[config.mk]
export PLATFORM = sky130hd
export DESIGN_NAME = tiny16_cpu_flat
export DESIGN_NICKNAME = d
export VERILOG_FILES = /design/src/rtl/tiny16_cpu_if.sv /design/src/rtl/tiny16_cpu.sv /design/src/flat_wrapper.sv
export SDC_FILE = /design/constraint.sdc
export NUM_CORES = 1
export LEC_CHECK = 0
export CORE_MARGIN = 2
export CORE_UTILIZATION = 55
export CTS_CLUSTER_DIAMETER = 200
export CTS_CLUSTER_SIZE = 20
export DETAILED_ROUTE_END_ITERATION = 12
export PLACE_DENSITY = 0.71
export REMOVE_ABC_BUFFERS = 1
export SYNTH_ARGS = -nofsm -noshare
export SYNTH_HDL_FRONTEND = slang
export SYNTH_SLANG_ARGS = --single-unit
[constraint.sdc]
create_clock -name clk -period 5.4 [get_ports clk]
set_input_delay 0.54 -clock clk [delete_from_list [all_inputs] [get_ports clk]]
set_output_delay 0.54 -clock clk [all_outputs]
set_load 0.1 [all_outputs]
[src/rtl/tiny16_cpu_if.sv]
// tiny16_cpu_if
//   Board-facing outputs of the tiny16 CPU, bundled so the top level and the
//   board wrapper (or testbench) share one connection point.
//
//   Signals
//     out    [15:0]  output-port register, changed only by the OUT instruction
//     usbpu          USB pull-up control, held low
//
//   Modports
//     master  - the CPU, which drives both signals
//     slave   - the board side / observer, which reads them
interface tiny16_cpu_if;
    logic [15:0] out;
    logic        usbpu;

    modport master (output out, output usbpu);
    modport slave  (input out, input usbpu);
endinterface

[src/rtl/tiny16_cpu.sv]
// tiny16_cpu
//   Minimal 16-bit multi-cycle CPU with an internal word-addressed memory,
//   NREGS general-purpose registers, one shared internal bus and a 16-bit ALU.
//   Every instruction takes three clocks: fetch-address, fetch-data, execute.
//
//   Ports
//     clk   system clock, all state changes on the rising edge
//     rst   asynchronous active-high reset
//     io    tiny16_cpu_if.master: output-port register and USB pull-up
//
//   Instruction word: [15:12] opcode, [11:9] rd, [8] immediate flag,
//   [7:0] imm8 (zero-extended), [6:4] rs (register operand when flag is 0).
//
//   The memory array is never written by the CPU and is not cleared by reset;
//   programs are placed in it from outside before reset is released.
module tiny16_cpu #(
    parameter int MEM_DEPTH = 256,
    parameter int NREGS     = 8
) (
    input  logic            clk,
    input  logic            rst,
    tiny16_cpu_if.master    io
);

    localparam int AW = $clog2(MEM_DEPTH);

    localparam logic [3:0] OP_LD  = 4'h1;
    localparam logic [3:0] OP_OUT = 4'h2;
    localparam logic [3:0] OP_ADD = 4'h3;
    localparam logic [3:0] OP_SUB = 4'h4;
    localparam logic [3:0] OP_AND = 4'h5;
    localparam logic [3:0] OP_OR  = 4'h6;
    localparam logic [3:0] OP_XOR = 4'h7;
    localparam logic [3:0] OP_JMP = 4'h8;
    localparam logic [3:0] OP_HLT = 4'hF;

    typedef enum logic [1:0] {
        S_ADDR = 2'd0,
        S_DATA = 2'd1,
        S_EXEC = 2'd2
    } step_t;

    logic [15:0] mem [MEM_DEPTH];
    logic [15:0] regs [NREGS];

    step_t       step;
    logic [15:0] pc;
    logic [AW-1:0] addr;
    logic [15:0] ir;
    logic [15:0] out_reg;
    logic        halted;

    logic [15:0] mem_out;
    logic [3:0]  opcode;
    logic [2:0]  rd;
    logic [2:0]  rs;
    logic        imm_flag;
    logic [7:0]  imm8;
    logic [15:0] rd_val;
    logic [15:0] operand_b;
    logic [15:0] alu_result;
    logic        writes_reg;
    logic [15:0] bus;

    assign mem_out   = mem[addr];

    assign opcode    = ir[15:12];
    assign rd        = ir[11:9];
    assign imm_flag  = ir[8];
    assign imm8      = ir[7:0];
    assign rs        = ir[6:4];

    assign rd_val    = regs[rd];
    assign operand_b = imm_flag ? {8'h00, imm8} : regs[rs];

    // LD and the five ALU ops are the only instructions that write a register.
    assign writes_reg = (opcode == OP_LD)  || (opcode == OP_ADD) ||
                        (opcode == OP_SUB) || (opcode == OP_AND) ||
                        (opcode == OP_OR)  || (opcode == OP_XOR);

    // ALU: purely combinational from X[rd], operand B and the opcode.
    always_comb begin
        alu_result = rd_val;
        case (opcode)
            OP_ADD:  alu_result = rd_val + operand_b;
            OP_SUB:  alu_result = rd_val - operand_b;
            OP_AND:  alu_result = rd_val & operand_b;
            OP_OR:   alu_result = rd_val | operand_b;
            OP_XOR:  alu_result = rd_val ^ operand_b;
            default: alu_result = rd_val;
        endcase
    end

    // Shared bus: PC while addressing, memory data while fetching, and the
    // register write value (B for LD, ALU result otherwise) while executing.
    // Every register load below takes its value from this bus.
    always_comb begin
        bus = 16'h0000;
        case (step)
            S_ADDR: bus = pc;
            S_DATA: bus = mem_out;
            S_EXEC: begin
                if (opcode == OP_LD)
                    bus = operand_b;
                else if (writes_reg)
                    bus = alu_result;
            end
            default: bus = 16'h0000;
        endcase
    end

    // Sequencer and datapath state. Once halted, nothing changes until reset;
    // reset aborts any instruction in flight and restarts at address 0.
    always_ff @(posedge clk or posedge rst) begin
        if (rst) begin
            step    <= S_ADDR;
            pc      <= 16'h0000;
            addr    <= '0;
            ir      <= 16'h0000;
            out_reg <= 16'h0000;
            halted  <= 1'b0;
            for (int i = 0; i < NREGS; i++)
                regs[i] <= 16'h0000;
        end else if (!halted) begin
            case (step)
                S_ADDR: begin
                    addr <= bus[AW-1:0];
                    step <= S_DATA;
                end
                S_DATA: begin
                    ir   <= bus;
                    pc   <= pc + 16'd1;
                    step <= S_EXEC;
                end
                S_EXEC: begin
                    if (writes_reg)
                        regs[rd] <= bus;
                    case (opcode)
                        OP_OUT:  out_reg <= rd_val;
                        OP_JMP:  pc      <= operand_b;
                        OP_HLT:  halted  <= 1'b1;
                        default: ;
                    endcase
                    step <= S_ADDR;
                end
                default: step <= S_ADDR;
            endcase
        end
    end

    assign io.out   = out_reg;
    assign io.usbpu = 1'b0;

endmodule

[src/flat_wrapper.sv]
// flat-port wrapper written by rule: the top's interface ports become plain ports
module tiny16_cpu_flat 
#(
    parameter int MEM_DEPTH = 256,
    parameter int NREGS     = 8
)
  (clk, rst, io_out, io_usbpu);
  tiny16_cpu_if io_i ();
  input  logic clk;
  input  logic rst;
  output wire logic [$bits(io_i.out)-1:0] io_out;
  output wire logic [$bits(io_i.usbpu)-1:0] io_usbpu;
  assign io_out = io_i.out;
  assign io_usbpu = io_i.usbpu;
  tiny16_cpu #(.MEM_DEPTH(MEM_DEPTH), .NREGS(NREGS)) u_core (.clk(clk), .rst(rst), .io(io_i));
endmodule
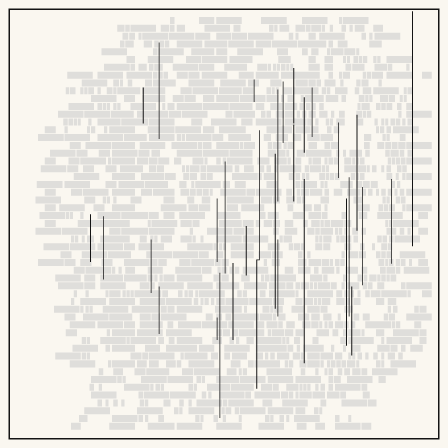
(images/layer_met4.png)
Cells faint in the background.
longest straight run = 81.6 um
main direction = vertical
nets with wire on the layer = 24
share of all routed wire = 3.2%
wire length on this layer = 991 um
routed wire length: 31.5 mm
via count: 8994

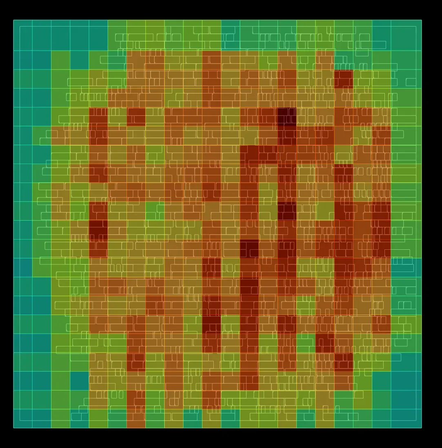
(images/congestion.png)
Core Util, Final: 60.8%
GRT Total Usage: 29.5%

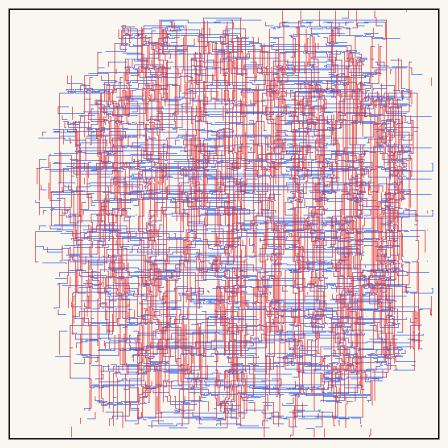
(images/wires.png)
Two of the layers only.
metal 1 -> blue  # wire length 13400 um
metal 2 -> red  # wire length 15000 um
wire length per cell: 22.3 um

==> impl_metrics.py <==
# Generated from Yosys and OpenROAD reports
metrics = {
    "place": {
        "hpwl_mm": 22.3,
        "place_area_um2": 12100,
    },
    "global_route": {
        "antenna_found_initial": 0,
        "overflow": 0,
        "grt_pass1_wl_mm": 50.0,
    },
    "run_status": {
        "status": "finished, final reports clean",
    },
    "cts": {
        "cts-root-buf": "clkbuf_16",
    },
    "yosys": {
        "syn_avg_cell_area_um2": 10.3,
        "async_reset_ff_share_pct": 100,
        "synthCells": 1121,
        "synthDistinctLibCells": 81,
        "xor_area_share_pct": 1.74,
        "synthTopLogicFamily": "multiplexers",
        "syn_area_um2": 11600,
    },
    "route": {
        "dr.pass1.iters": 5,
    },
    "final_layout": {
        "seqCellArea_um2": 4480,
        "fillerInstances": 1721,
        "area_growth_pct": 9.45,
    },
    "final_timing": {
        "fin_worst_skew_ps": 6.88,
        "drv_slew": 0,
    },
    "worst_setup_path": {
        "ff2ff_setup_slack_ps": 400,
    },
    "pwr": {
        "power_mw": 2.71,
    },
}
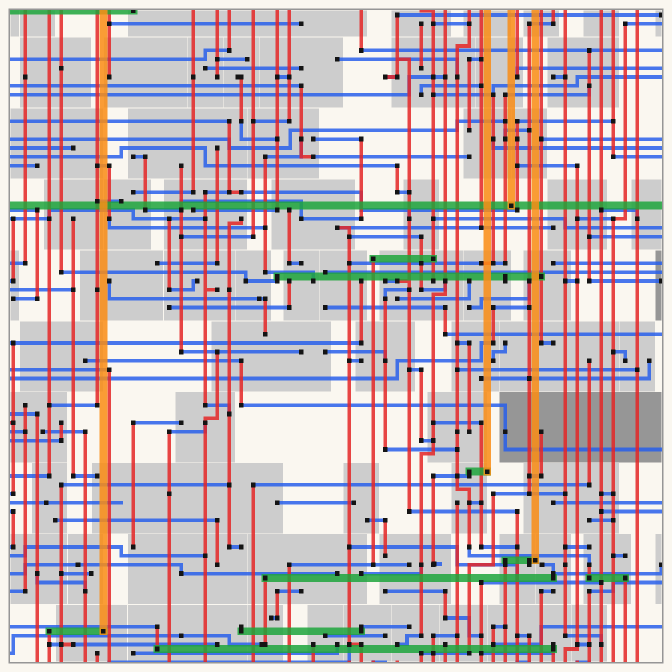
(images/detail.png)
Window x 99 to 124, y 25 to 50 um. Cells in gray, sequential cells in the stronger gray; small squares are vias.
metal 1 -> blue
metal 2 -> red
metal 3 -> green
metal 4 -> orange
netlist names of flops here include = `u_core.halted` (1)
cells with their middle in the window = 59
most frequent = ha_1 (7), inv_1 (6), a21oi_1 (6)
sequential cells in the window = 1

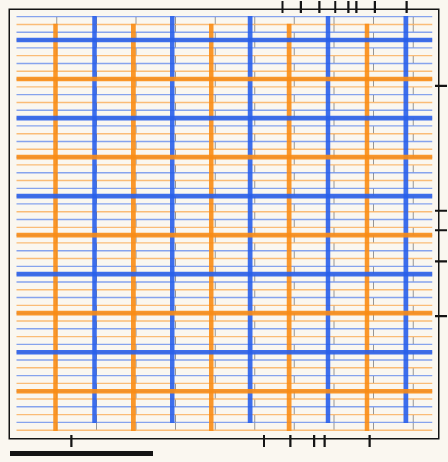
(images/power_grid.png)
Scale bar: 50 um. Pins as bars on the die edge. Tap cells in gray.
VDD -> blue
VSS -> orange
met1 rails = 54
met5 straps = 10
tap cells = 275
signal pins = 19
rows = 53
core area: 20900 um^2
die width: 149 um

-- metal layers --
metal / global-route usage, % / wire length (um)
met5: 0 / 0
met4: 10.4 / 991
met2: 47.4 / 15000
met3: 4.56 / 2070
met1: 40.9 / 13400
-- cell usage after synthesis (all sizes together), types with 6 or more instances --
master	number
a21o	8
a21oi	82
a22o	6
a22oi	11
a32oi	6
a41oi	10
and3	6
buf	17
clkbuf	59
dfrtp	179
ha	51
inv	44
mux2	88
mux2i	12
mux4	59
nand2	141
nand2b	8
nand3	20
nor2	75
nor2b	22
nor3	14
o21ai	83
o22ai	20
or3	6
xnor2	19
-- report_power, final --
| group | internal [mW] | switching, mW |
|---|---|---|
| combinational | 0.00176 | 0.0292 |
| sequential | 1.34 | 0 |
| clock | 0.747 | 0.595 |
| total | 2.09 | 0.624 |
-- layout by cell type, fill, tap and decap left out, drive strengths merged, types with 10 or more instances in the layout --
cell,instances
nor3,14
dfrtp,179
clkdlybuf4s50,17
mux2i,12
a22oi,11
buf,44
a41oi,10
nor2b,22
o22ai,20
ha,51
mux4,59
nand2,141
nor2,75
xnor2,19
mux2,88
o21ai,83
nand3,20
inv,50
a21oi,82
clkbuf,19
-- worst register-to-register path, cell delays in order, from the launching register on --
cell      delay, ps
dfrtp_2         650
buf_4           310
mux4_2          520
a22oi_1         470
a41oi_1         250
or2_2           340
xnor2_1         130
ha_1            200
or2_2           280
o31ai_1         380
o21ai_1         250
xor2_1          180
a221oi_1        100
buf_4           190
nor3_1          430
mux2_2          250
-- cell type report --
type | instances | share of cell area, %
repair buffers | 61 | 3.94
inverters | 46 | 1.52
well taps | 275 | 2.71
clock buffers | 19 | 3.41
clock inverters | 13 | 1.49
multi-input cells | 819 | 51.6
flip-flops and latches | 179 | 35.3
Power figures rest on the tool's default switching activity, not on a simulated workload.
